File: src/rtl/dram_ring_arbiter_if.sv
// +----------------------------------------------------------------------------+
// | dram_ring_arbiter_if                                                       |
// | FIFO-side and memory-side signals of the DRAM ring arbiter.                |
// | Revision: 1.0                                                              |
// +----------------------------------------------------------------------------+
`default_nettype none

interface dram_ring_arbiter_if;
   logic        wr_valid;
   logic [31:0] wr_data;
   logic        wr_ready;
   logic        rd_enable;
   logic        rd_ready;
   logic        rd_valid;
   logic [31:0] rd_data;
   logic [31:0] mem_addr;
   logic        mem_write;
   logic [31:0] mem_wdata;
   logic        mem_read;
   logic [31:0] mem_rdata;
   logic        mem_waitrequest;
   logic [31:0] level;
   logic        wr_wrap;
   logic        rd_wrap;

   // master: the arbiter itself; slave: FIFOs plus memory bus around it
   modport master (
      input  wr_valid, wr_data, rd_enable, rd_ready, mem_rdata, mem_waitrequest,
      output wr_ready, rd_valid, rd_data, mem_addr, mem_write, mem_wdata,
             mem_read, level, wr_wrap, rd_wrap
   );

   modport slave (
      output wr_valid, wr_data, rd_enable, rd_ready, mem_rdata, mem_waitrequest,
      input  wr_ready, rd_valid, rd_data, mem_addr, mem_write, mem_wdata,
             mem_read, level, wr_wrap, rd_wrap
   );
endinterface

`default_nettype wire

File: src/rtl/dram_ring_arbiter.sv
// +----------------------------------------------------------------------------+
// | dram_ring_arbiter                                                          |
// | Round-robin burst arbiter sharing one DDR2 port between a ring writer and  |
// | a ring reader, with a fill level guarding overtake and lapping.            |
// | Revision: 1.0                                                              |
// +----------------------------------------------------------------------------+
`default_nettype none

module dram_ring_arbiter #(
   parameter int          FRAME_WORDS = 640,
   parameter logic [31:0] BASE_ADDR   = 32'h0000_0000,
   parameter int          BURST       = 16
) (
   input  logic                ctrl_clk,
   input  logic                reset,
   dram_ring_arbiter_if.master bus
);

   localparam int PTR_W  = (FRAME_WORDS > 1) ? $clog2(FRAME_WORDS) : 1;
   localparam int BEAT_W = (BURST > 1) ? $clog2(BURST) : 1;

   localparam logic [PTR_W-1:0]  PTR_LAST   = PTR_W'(FRAME_WORDS - 1);
   localparam logic [BEAT_W-1:0] BEAT_LAST  = BEAT_W'(BURST - 1);
   localparam logic [31:0]       LEVEL_FULL = 32'(FRAME_WORDS);

   typedef enum logic [1:0] {
      IDLE  = 2'd0,
      WRITE = 2'd1,
      READ  = 2'd2
   } state_t;

   state_t            state_q, state_d;
   logic [PTR_W-1:0]  wr_ptr_q, wr_ptr_d;
   logic [PTR_W-1:0]  rd_ptr_q, rd_ptr_d;
   logic [31:0]       level_q, level_d;
   logic [BEAT_W-1:0] beat_q, beat_d;
   logic              last_rd_q, last_rd_d;

   logic              wr_elig;
   logic              rd_elig;
   logic              cmd_write;
   logic              cmd_read;
   logic              wacc;
   logic              racc;
   logic [PTR_W-1:0]  addr_ptr;

   always_comb begin
      wr_elig   = bus.wr_valid & (level_q < LEVEL_FULL);
      rd_elig   = bus.rd_enable & bus.rd_ready & (level_q != 32'd0);
      cmd_write = (state_q == WRITE) & wr_elig;
      cmd_read  = (state_q == READ) & rd_elig;
      wacc      = cmd_write & ~bus.mem_waitrequest;
      racc      = cmd_read & ~bus.mem_waitrequest;
      addr_ptr  = (state_q == WRITE) ? wr_ptr_q : rd_ptr_q;
   end

   assign bus.mem_write = cmd_write;
   assign bus.mem_read  = cmd_read;
   assign bus.wr_ready  = wacc;
   assign bus.rd_valid  = racc;
   assign bus.mem_wdata = bus.wr_data;
   assign bus.rd_data   = bus.mem_rdata;
   assign bus.mem_addr  = BASE_ADDR + (32'(addr_ptr) << 2);
   assign bus.level     = level_q;
   assign bus.wr_wrap   = wacc & (wr_ptr_q == PTR_LAST);
   assign bus.rd_wrap   = racc & (rd_ptr_q == PTR_LAST);

   always_comb begin
      wr_ptr_d = wr_ptr_q;
      rd_ptr_d = rd_ptr_q;
      level_d  = level_q;
      if (wacc) begin
         wr_ptr_d = (wr_ptr_q == PTR_LAST) ? '0 : wr_ptr_q + PTR_W'(1);
         level_d  = level_q + 32'd1;
      end else if (racc) begin
         rd_ptr_d = (rd_ptr_q == PTR_LAST) ? '0 : rd_ptr_q + PTR_W'(1);
         level_d  = level_q - 32'd1;
      end
   end

   always_comb begin
      state_d   = state_q;
      beat_d    = beat_q;
      last_rd_d = last_rd_q;
      case (state_q)
         IDLE: begin
            beat_d = '0;
            // On a tie the writer wins only if the reader had the last grant
            if (wr_elig && (!rd_elig || last_rd_q)) begin
               state_d   = WRITE;
               last_rd_d = 1'b0;
            end else if (rd_elig) begin
               state_d   = READ;
               last_rd_d = 1'b1;
            end
         end
         WRITE: begin
            if (wacc) begin
               if (beat_q == BEAT_LAST) begin
                  state_d = IDLE;
                  beat_d  = '0;
               end else begin
                  beat_d = beat_q + BEAT_W'(1);
               end
            end else if (!wr_elig && !bus.mem_waitrequest) begin
               state_d = IDLE;
               beat_d  = '0;
            end
         end
         READ: begin
            if (racc) begin
               if (beat_q == BEAT_LAST) begin
                  state_d = IDLE;
                  beat_d  = '0;
               end else begin
                  beat_d = beat_q + BEAT_W'(1);
               end
            end else if (!rd_elig && !bus.mem_waitrequest) begin
               state_d = IDLE;
               beat_d  = '0;
            end
         end
         default: begin
            state_d = IDLE;
            beat_d  = '0;
         end
      endcase
   end

   always_ff @(posedge ctrl_clk) begin
      if (reset) begin
         state_q   <= IDLE;
         wr_ptr_q  <= '0;
         rd_ptr_q  <= '0;
         level_q   <= 32'd0;
         beat_q    <= '0;
         last_rd_q <= 1'b1;
      end else begin
         state_q   <= state_d;
         wr_ptr_q  <= wr_ptr_d;
         rd_ptr_q  <= rd_ptr_d;
         level_q   <= level_d;
         beat_q    <= beat_d;
         last_rd_q <= last_rd_d;
      end
   end

endmodule

`default_nettype wire

File: src/flat_wrapper.sv
// flat-port wrapper written by rule: the top's interface ports become plain ports
module dram_ring_arbiter_flat 
#(
   parameter int          FRAME_WORDS = 640,
   parameter logic [31:0] BASE_ADDR   = 32'h0000_0000,
   parameter int          BURST       = 16
)
  (ctrl_clk, reset, bus_wr_valid, bus_wr_data, bus_rd_enable, bus_rd_ready, bus_mem_rdata, bus_mem_waitrequest, bus_wr_ready, bus_rd_valid, bus_rd_data, bus_mem_addr, bus_mem_write, bus_mem_wdata, bus_mem_read, bus_level, bus_wr_wrap, bus_rd_wrap);
  dram_ring_arbiter_if bus_i ();
  input  logic ctrl_clk;
  input  logic reset;
  input wire logic [$bits(bus_i.wr_valid)-1:0] bus_wr_valid;
  input wire logic [$bits(bus_i.wr_data)-1:0] bus_wr_data;
  input wire logic [$bits(bus_i.rd_enable)-1:0] bus_rd_enable;
  input wire logic [$bits(bus_i.rd_ready)-1:0] bus_rd_ready;
  input wire logic [$bits(bus_i.mem_rdata)-1:0] bus_mem_rdata;
  input wire logic [$bits(bus_i.mem_waitrequest)-1:0] bus_mem_waitrequest;
  output wire logic [$bits(bus_i.wr_ready)-1:0] bus_wr_ready;
  output wire logic [$bits(bus_i.rd_valid)-1:0] bus_rd_valid;
  output wire logic [$bits(bus_i.rd_data)-1:0] bus_rd_data;
  output wire logic [$bits(bus_i.mem_addr)-1:0] bus_mem_addr;
  output wire logic [$bits(bus_i.mem_write)-1:0] bus_mem_write;
  output wire logic [$bits(bus_i.mem_wdata)-1:0] bus_mem_wdata;
  output wire logic [$bits(bus_i.mem_read)-1:0] bus_mem_read;
  output wire logic [$bits(bus_i.level)-1:0] bus_level;
  output wire logic [$bits(bus_i.wr_wrap)-1:0] bus_wr_wrap;
  output wire logic [$bits(bus_i.rd_wrap)-1:0] bus_rd_wrap;
  assign bus_i.wr_valid = bus_wr_valid;
  assign bus_i.wr_data = bus_wr_data;
  assign bus_i.rd_enable = bus_rd_enable;
  assign bus_i.rd_ready = bus_rd_ready;
  assign bus_i.mem_rdata = bus_mem_rdata;
  assign bus_i.mem_waitrequest = bus_mem_waitrequest;
  assign bus_wr_ready = bus_i.wr_ready;
  assign bus_rd_valid = bus_i.rd_valid;
  assign bus_rd_data = bus_i.rd_data;
  assign bus_mem_addr = bus_i.mem_addr;
  assign bus_mem_write = bus_i.mem_write;
  assign bus_mem_wdata = bus_i.mem_wdata;
  assign bus_mem_read = bus_i.mem_read;
  assign bus_level = bus_i.level;
  assign bus_wr_wrap = bus_i.wr_wrap;
  assign bus_rd_wrap = bus_i.rd_wrap;
  dram_ring_arbiter #(.FRAME_WORDS(FRAME_WORDS), .BASE_ADDR(BASE_ADDR), .BURST(BURST)) u_core (.ctrl_clk(ctrl_clk), .reset(reset), .bus(bus_i));
endmodule
File: config.mk
export PLATFORM = sky130hd
export DESIGN_NAME = dram_ring_arbiter_flat
export DESIGN_NICKNAME = d
export VERILOG_FILES = /design/src/rtl/dram_ring_arbiter_if.sv /design/src/rtl/dram_ring_arbiter.sv /design/src/flat_wrapper.sv
export SDC_FILE = /design/constraint.sdc
export NUM_CORES = 1
export LEC_CHECK = 0
export CORE_MARGIN = 5
export CORE_UTILIZATION = 45
export CTS_CLUSTER_DIAMETER = 120
export DETAILED_ROUTE_END_ITERATION = 7
export MAX_ROUTING_LAYER = met4
export PLACE_DENSITY_LB_ADDON = 0.08
export SLEW_MARGIN = 20
export SYNTH_ARGS = -nofsm -noshare
export SYNTH_HDL_FRONTEND = slang
export SYNTH_SLANG_ARGS = --single-unit
export TNS_END_PERCENT = 20
File: constraint.sdc
create_clock -name ctrl_clk -period 4.6 [get_ports ctrl_clk]
set_input_delay 0.69 -clock ctrl_clk [delete_from_list [all_inputs] [get_ports ctrl_clk]]
set_output_delay 0.69 -clock ctrl_clk [all_outputs]
set_load 0.02 [all_outputs]
run_1/m3.png
Scale: 4 px per um.
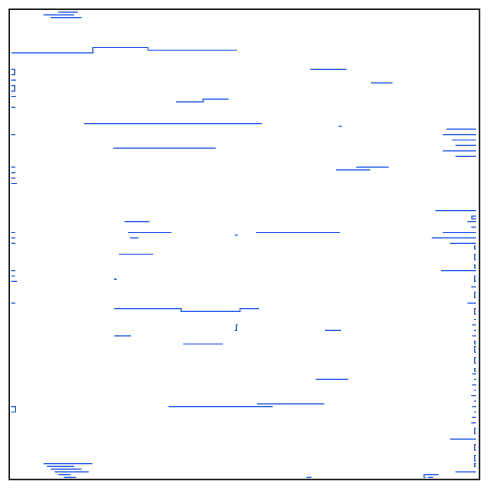
80 nets have wire on it. The wires run mostly horizontal. The longest straight run is 44.2 um. The layer carries 542 um of wire. The layer holds 4.1% of the routed length.
grt met3 use: 4.16%
detailed-route via count: 4486
final wirelength: 13.4 mm

run_1/sizing.png
Scale: 3 px per um.
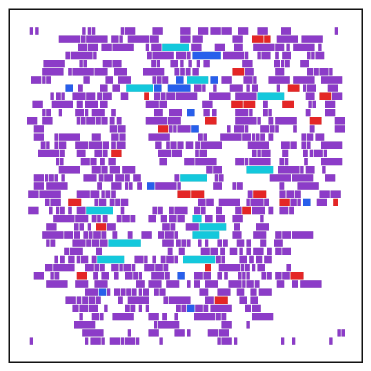
Cyan stands for x6 and larger, cells 13. Purple stands for x1 and smaller, cells 591. Red stands for x2, cells 25. Blue stands for x3 and x4, cells 13.
Signal buffers: 62
Area Overhead vs Synth: 8.33%
post-route cell area: 5600 um^2
final worst setup slack: 0.404 ns

run_1/class_map.png
Scale: 3 px per um. Fill, decap, tap and diode cells in gray.
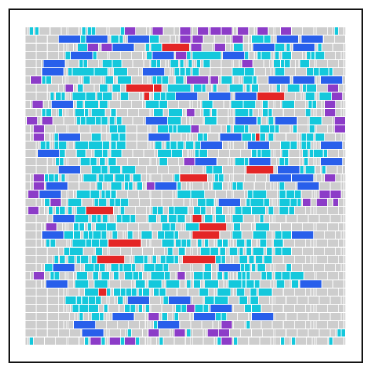
Blue stands for registers, cells 59, share of their area 22%. Cyan stands for remaining logic cells, cells 505, share of their area 61%. Purple stands for remaining buffers and delay cells, cells 62, share of their area 11%. Red stands for clock drivers and dummy loads, cells 16, share of their area 5.9%.
final core occ: 49.4%
floorplan row count: 39

run 1: cells in the mapped netlist (5+ instances only):
library cell	instances
a211oi_1	10
a21o_1	17
a21oi_1	50
a31oi_1	7
and3_1	13
and4_1	5
buf_2	6
buf_4	87
clkbuf_1	13
dfxtp_1	59
ha_1	37
inv_1	13
mux2_2	8
nand2_1	59
nand3_1	30
nand4_1	6
nor2_1	45
nor3_1	14
nor4_1	6
o211ai_1	5
o21a_1	11
o21ai_0	27
or3_1	11
xnor2_1	16
xor2_1	17
run 1: layout make-up:
type,instances,area share [%]
Multi-Input combinational cell,491,58.2
Sequential cell,59,21.1
Timing Repair Buffer,62,10.8
Clock buffer,10,4.09
Tap cell,143,3.20
Clock inverter,6,1.59
Inverter,14,1.01
run 1: power by group:
part	switching, uW	leakage, uW	internal, uW
Sequential	67.8	0.000476	564
Clock	270	0.000149	475
Combinational	1280	0.00167	914
Total	1620	0.00230	1950
run 1: what timing repair did:
| item | 4_1_cts | 5_1_grt |
|---|---|---|
| resized | 0 | 1 |
| endpoints found under the setup margin | 0 | 1 |
| setup buffers | 0 | 2 |
run 1: metrics by stage:
| stage | hold slack (ns) | setup slack, ns | total power (uW) | cell area [um^2] | utilization (%) |
|---|---|---|---|---|---|
| CTS | 0.502 | 0.310 | 3560 | 5570 | 49.2 |
| detailed placement | 0.487 | 0.142 | 2780 | 5250 | 46.4 |
| global route | 0.524 | 0.134 | 3850 | 5600 | 49.4 |
| finish | 0.504 | 0.404 | 3580 | 5600 | 49.4 |
| floorplan | 0.455 | 0.228 | 2360 | 5250 | - |
| global placement | 0.474 | 0.293 | 2800 | 5250 | 46.4 |
run 1: cell families after synthesis:
logic type / count (synthesis)
fa+ha+maj: 38
simple gates: 219
compound gates: 168
flops: 59
other cells: 1
xor+xnor: 33
buf+inv: 122
mux: 11
run 1: registers in the layout, indices dropped and copies added (netlist names):
name,flops
u_core.last_rd_q,1
u_core.wr_ptr_q,10
u_core.beat_q,4
u_core.rd_ptr_q,10
u_core.state_q,2
u_core.bus.level,32
run 1: metal layers:
layer	up-vias	part of all wire (%)	track usage, %
met3	23	4.0	4.16
met1	2114	46	25.4
li1	2240	-	-
met4	0	1.5	6.57
met2	109	49	32.4
met5	-	0	-
run 1: final timing paths:
path                             start              endpoint  slack, ns  cells after the start
setup / recovery  u_core.bus.level[11]  u_core.bus.level[27]       0.40                     15
hold reg to reg    u_core.bus.level[5]   u_core.bus.level[5]       0.50                      2
hold / removal     u_core.bus.level[5]   u_core.bus.level[5]       0.50                      2
setup reg to reg  u_core.bus.level[11]  u_core.bus.level[27]       0.40                     15
run 1: tightest hold or removal path, delay by kind of cell (launching register included):
family	cells	cell delay, ns
compound gates	1	0.05
simple gates	1	0.07
flops	1	0.34
==> impl_metrics.csv, run 1 <==
group,metric,value,unit
status,status,"completed",
logic_synthesis,synth.cell_area,5170,um^2
routing,via_per_inst,5.71,
critical_path,required,4.82,ns
cts,clk_path_buf_depth,2,
critical_path,worstSetupEndpointType,"flop",
final_timing,fmax,238,MHz
final_timing,min_period,4.20,ns
routing,wl_per_cell,17.0,um
floorplan,fp_util,45.6,%
cts,cts.clk_slew.worst_paths,0.06,ns
logic_synthesis,aoi_share,22.1,%
critical_path,crit_slowest_cell,"a221oi_1",
final_timing,finalSetupViolCount,0,
worst_hold_path,hp-class,"flop to flop",
critical_path,crit_type,"flop to flop",
floorplan,ios,204,
logic_synthesis,mux_share,2.32,%
final_timing,worstMarginPinSlew,0.885,ns
logic_synthesis,synthDistinctLibCells,72,
critical_path,crit_family,"AND-OR/OR-AND gates",
logic_synthesis,yosys_area,5170,um^2
layout,logic_area,3260,um^2
power_and_ir_drop,cellLeakagePower,0.00230,uW
logic_synthesis,async_flop_share,0,%
grt,grt_pass1_wl,21.4,mm
logic_synthesis,syn_inst,651,
final_timing,hold_viol_final,0,
final_timing,period_used_share,91.2,%
layout,diodes,0,
placement,hpwlAfterDp,9.81,mm
logic_synthesis,top_cell_area_share,22.9,%
power_and_ir_drop,vdd_drop_max,270,uV
placement,dp.cells,767,
final_timing,tns,0,ns
logic_synthesis,syn_area_per_cell,7.94,um^2
grt,grt_max_degree,50,
logic_synthesis,ys_sh_adder,9.35,%
critical_path,critical_path_buf_inv_count,4,
flow_run,warnings,29,
logic_synthesis,top_area_cell,"dfxtp_1",
final_timing,slew_viol_final,0,
logic_synthesis,top_logic_kind,"simple AND/OR/NAND/NOR gates",
layout,drive_gt1_share,7.94,%
logic_synthesis,flop_cell,"dfxtp_1",
layout,seq_area,1180,um^2
layout,lay_top_cells,"nand2_1, dfxtp_1, clkdlybuf4s50_1, a21oi_1, nor2_1",
placement,gp_congestion,0.916,
floorplan,die_w,117,um
critical_path,cp-start-kind,"flop",
logic_synthesis,yosysCellCount,651,
critical_path,cpMostUsedCell,"buf_4",
cts,cts_made_buffers,9,
critical_path,crit_path_max_incr_delay,0.52,ns
cts,cts-root-buf,"clkbuf_16",
layout,num-nets-final,745,
floorplan,chipArea,13700,um^2
cts,clock_latency,0.34,ns
logic_synthesis,yosys.area_share.xor_xnor,5.59,%
routing,ant_nets,0,
critical_path,cp_max_fo,19,
layout,n_fill_cell,1132,
critical_path,path_cells,"nor4_2 -> nand4_2 -> nor4_4 -> clkinvlp_4 -> buf_12 -> buf_4 -> buf_4 -> ha_1 -> o21a_1 -> o21ai_0 -> a22oi_1 -> a221oi_1 -> a21o_1 -> a2111oi_0 -> a311o_1",
cts,cts_tree,"done",
layout,fin_cells,785,
critical_path,worstPathArrival,4.42,ns
final_timing,slew_headroom,41.0,%
power_and_ir_drop,powerDensity,639,nW/um^2
logic_synthesis,synth_flops,59,
logic_synthesis,synth-edff-count,0,
grt,antenna_found_initial,0,
placement,io_buffers,53,
grt,grt-ovfl-total,0,
cts,htreeDepth,3,
routing,first_pass_iters,4,
routing,drc,0,
grt,grt_pass1_vias,4230,
logic_synthesis,synth_seq_share,22.9,%
final_timing,fin_skew,0.00644,ns
grt,grt_usage,20.2,%
--- run 2 (diff from run 1) ---
--- a/config.mk
+++ b/config.mk
@@ -9,6 +9,7 @@
 export CORE_UTILIZATION = 45
 export CTS_CLUSTER_DIAMETER = 120
 export DETAILED_ROUTE_END_ITERATION = 7
+export GPL_TIMING_DRIVEN = 0
 export MAX_ROUTING_LAYER = met4
 export PLACE_DENSITY_LB_ADDON = 0.08
 export SLEW_MARGIN = 20
run_2/class_map.png
Scale: 3 px per um. Fill, decap, tap and diode cells in gray.
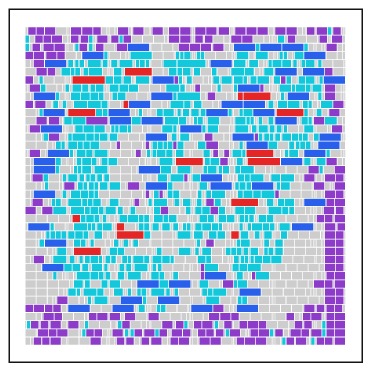
Purple stands for remaining buffers and delay cells, cells 232, share of their area 29%. Red stands for clock drivers and dummy loads, cells 16, share of their area 4.7%. Cyan stands for remaining logic cells, cells 506, share of their area 49%. Blue stands for registers, cells 59, share of their area 17%.
core area: 11300 um^2
flop share of the area: 16.9%
post-route cell area: 6990 um^2

run_2/gates.png
Scale: 3 px per um.
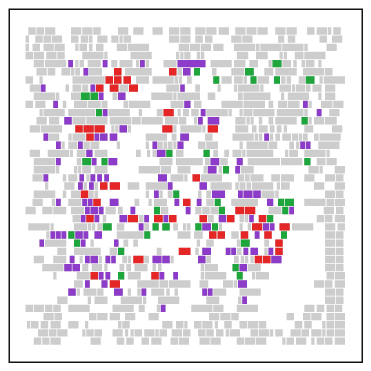
Green stands for and/or cells, cells 39. Red stands for non-inverting ao/oa cells, cells 45. Purple stands for aoi and oai cells, cells 123.
fraction of area in multi-input gates: 46.6%
Cell Count, Final, Fillers Out: 956

==> impl_metrics.csv, run 2 <==
group,metric,value,unit
status,status,"completed",
cts,cts_made_buffers,9,
cts,cts-root-buf,"clkbuf_16",
critical_path,crit_type,"flop to flop",
grt,grt_pass1_vias,4756,
floorplan,chipArea,13700,um^2
logic_synthesis,synthMostInstantiatedCell,"buf_4",
critical_path,path_cells,"inv_1 -> ha_1 -> clkbuf_1 -> nand3_1 -> nor4_4 -> clkinvlp_4 -> buf_4 -> buf_12 -> ha_1 -> or4_1 -> o211a_1 -> o211ai_1 -> a2111o_1 -> a21o_1 -> a2111oi_1 -> a311o_1",
final_timing,min_period,4.25,ns
floorplan,die_w,117,um
grt,antenna_found_initial,0,
grt,grt-ovfl-total,0,
placement,hpwlAfterDp,11.9,mm
placement,gp_congestion,0.892,
logic_synthesis,syn_area_per_cell,7.94,um^2
cts,clk_path_buf_depth,2,
logic_synthesis,synth-edff-count,0,
cts,htreeDepth,3,
logic_synthesis,synthTopCellsByCount,"buf_4, dfxtp_1, nand2_1",
critical_path,critPathCapture,"u_core.bus.level[27]",
routing,first_pass_iters,5,
layout,largest_reg_flops,32,
placement,placed_area,6600,um^2
critical_path,worstPathArrival,4.47,ns
cts,clock_latency,0.33,ns
critical_path,cp_num_cells,16,
logic_synthesis,yosys_area,5170,um^2
logic_synthesis,synthDistinctLibCells,72,
critical_path,crit_family,"AND-OR/OR-AND gates",
floorplan,ios,204,
final_timing,slew_viol_final,0,
routing,via_per_inst,5.46,
critical_path,critical_path_buf_inv_count,5,
critical_path,cp-start-kind,"flop",
layout,seq_area,1180,um^2
logic_synthesis,synth_seq_share,22.9,%
critical_path,worstReg2RegEnd,"u_core.bus.level[27]",
floorplan,row_count,39,
logic_synthesis,synth.cell_area,5170,um^2
critical_path,rrSetupSlack,0.35,ns
run_2/sizing.png
Scale: 3 px per um.
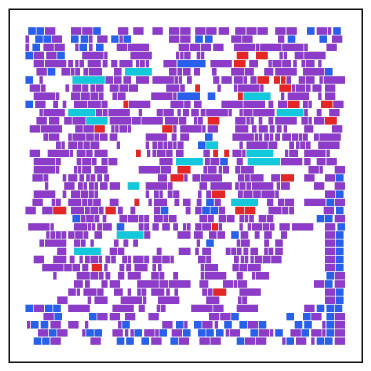
Purple stands for x1 and smaller, cells 668. Blue stands for x3 and x4, cells 100. Red stands for x2, cells 31. Cyan stands for x6 and larger, cells 14.
Signal buffers: 232
final worst setup slack: 0.350 ns
Area Overhead vs Synth: 35.3%

==> run 2: cell counts after synthesis <==
Identical to the previous run, type by type.
==> run 2: logic make-up after synthesis <==
family	after synthesis	share of synthesized area, %
and+or+nand+nor	219	22.1
AOI/OAI and AO/OA	168	22.1
buffers and inverters	122	15.6
DFF	59	22.9
adders and majority gates	38	9.35
xor gates and xnor gates	33	5.59
muxes	11	2.32
other	1	0.0726
==> run 2: layout make-up <==
class                           count  area share, %
Buffer                            108           10.8
Clock buffer                        9           3.22
Clock inverter                      7           1.32
Inverter                           14          0.805
Multi-Input combinational cell    491           46.6
Sequential cell                    59           16.9
Tap cell                          143           2.56
Timing Repair Buffer              124           17.7
Timing Repair inverter              1          0.107
==> run 2: repair_timing <==
| action | CTS | global route |
|---|---|---|
| pin swaps | 1 | 0 |
| cloned | 1 | 0 |
| endpoints found under the setup margin | 16 | 1 |
| resized | 2 | 1 |
| buffers inserted | 7 | 0 |
==> run 2: power breakdown <==
group	internal (uW)	total (uW)	switching, uW
Sequential	565	630	65.5
Clock	472	727	255
Combinational	1010	2360	1340
==> run 2: worst register-to-register path, stage by stage (launching register included) <==
cell	delay, ns
dfxtp_1	0.33
inv_1	0.09
ha_1	0.14
clkbuf_1	0.28
nand3_1	0.20
nor4_4	0.34
clkinvlp_4	0.13
buf_4	0.20
buf_12	0.15
ha_1	0.35
or4_1	0.57
o211a_1	0.17
o211ai_1	0.27
a2111o_1	0.34
a21o_1	0.16
a2111oi_1	0.08
a311o_1	0.35
==> run 2: worst min-delay path by stage <==
stage / startpoint / endpoint / slack, ns / cells past startpoint
after global routing: u_core.bus.level[20] / u_core.bus.level[20] / 0.51 / 2
after CTS: u_core.bus.level[20] / u_core.bus.level[20] / 0.49 / 2
after detailed placement: u_core.bus.level[20] / u_core.bus.level[20] / 0.49 / 2
final: u_core.bus.level[3] / u_core.bus.level[3] / 0.50 / 2
after global placement: u_core.last_rd_q / u_core.last_rd_q / 0.48 / 2
after floorplan: u_core.last_rd_q / u_core.last_rd_q / 0.46 / 2
==> run 2: layer usage <==
layer	up-vias	track usage [%]	wire length [um]
li1	2573	-	-
met1	2425	26.6	6470
met2	205	38.0	7760
met3	21	3.86	1150
met4	0	6.57	257
met5	-	-	0
==> run 2: metrics by stage <==
step | hold WS, ns | utilization [%] | setup slack (ns) | cells | TNS [ns]
floorplan | 0.455 | - | 0.228 | 672 | 0
global route | 0.509 | 61.8 | 0.0206 | 956 | 0
global placement | 0.476 | 58.3 | -0.644 | 932 | -5.15
detailed placement | 0.486 | 58.3 | -0.698 | 932 | -5.89
CTS | 0.495 | 61.7 | 0.292 | 956 | 0
finish | 0.498 | 61.8 | 0.350 | 956 | 0
Power figures rest on the tool's default switching activity, not on a simulated workload.
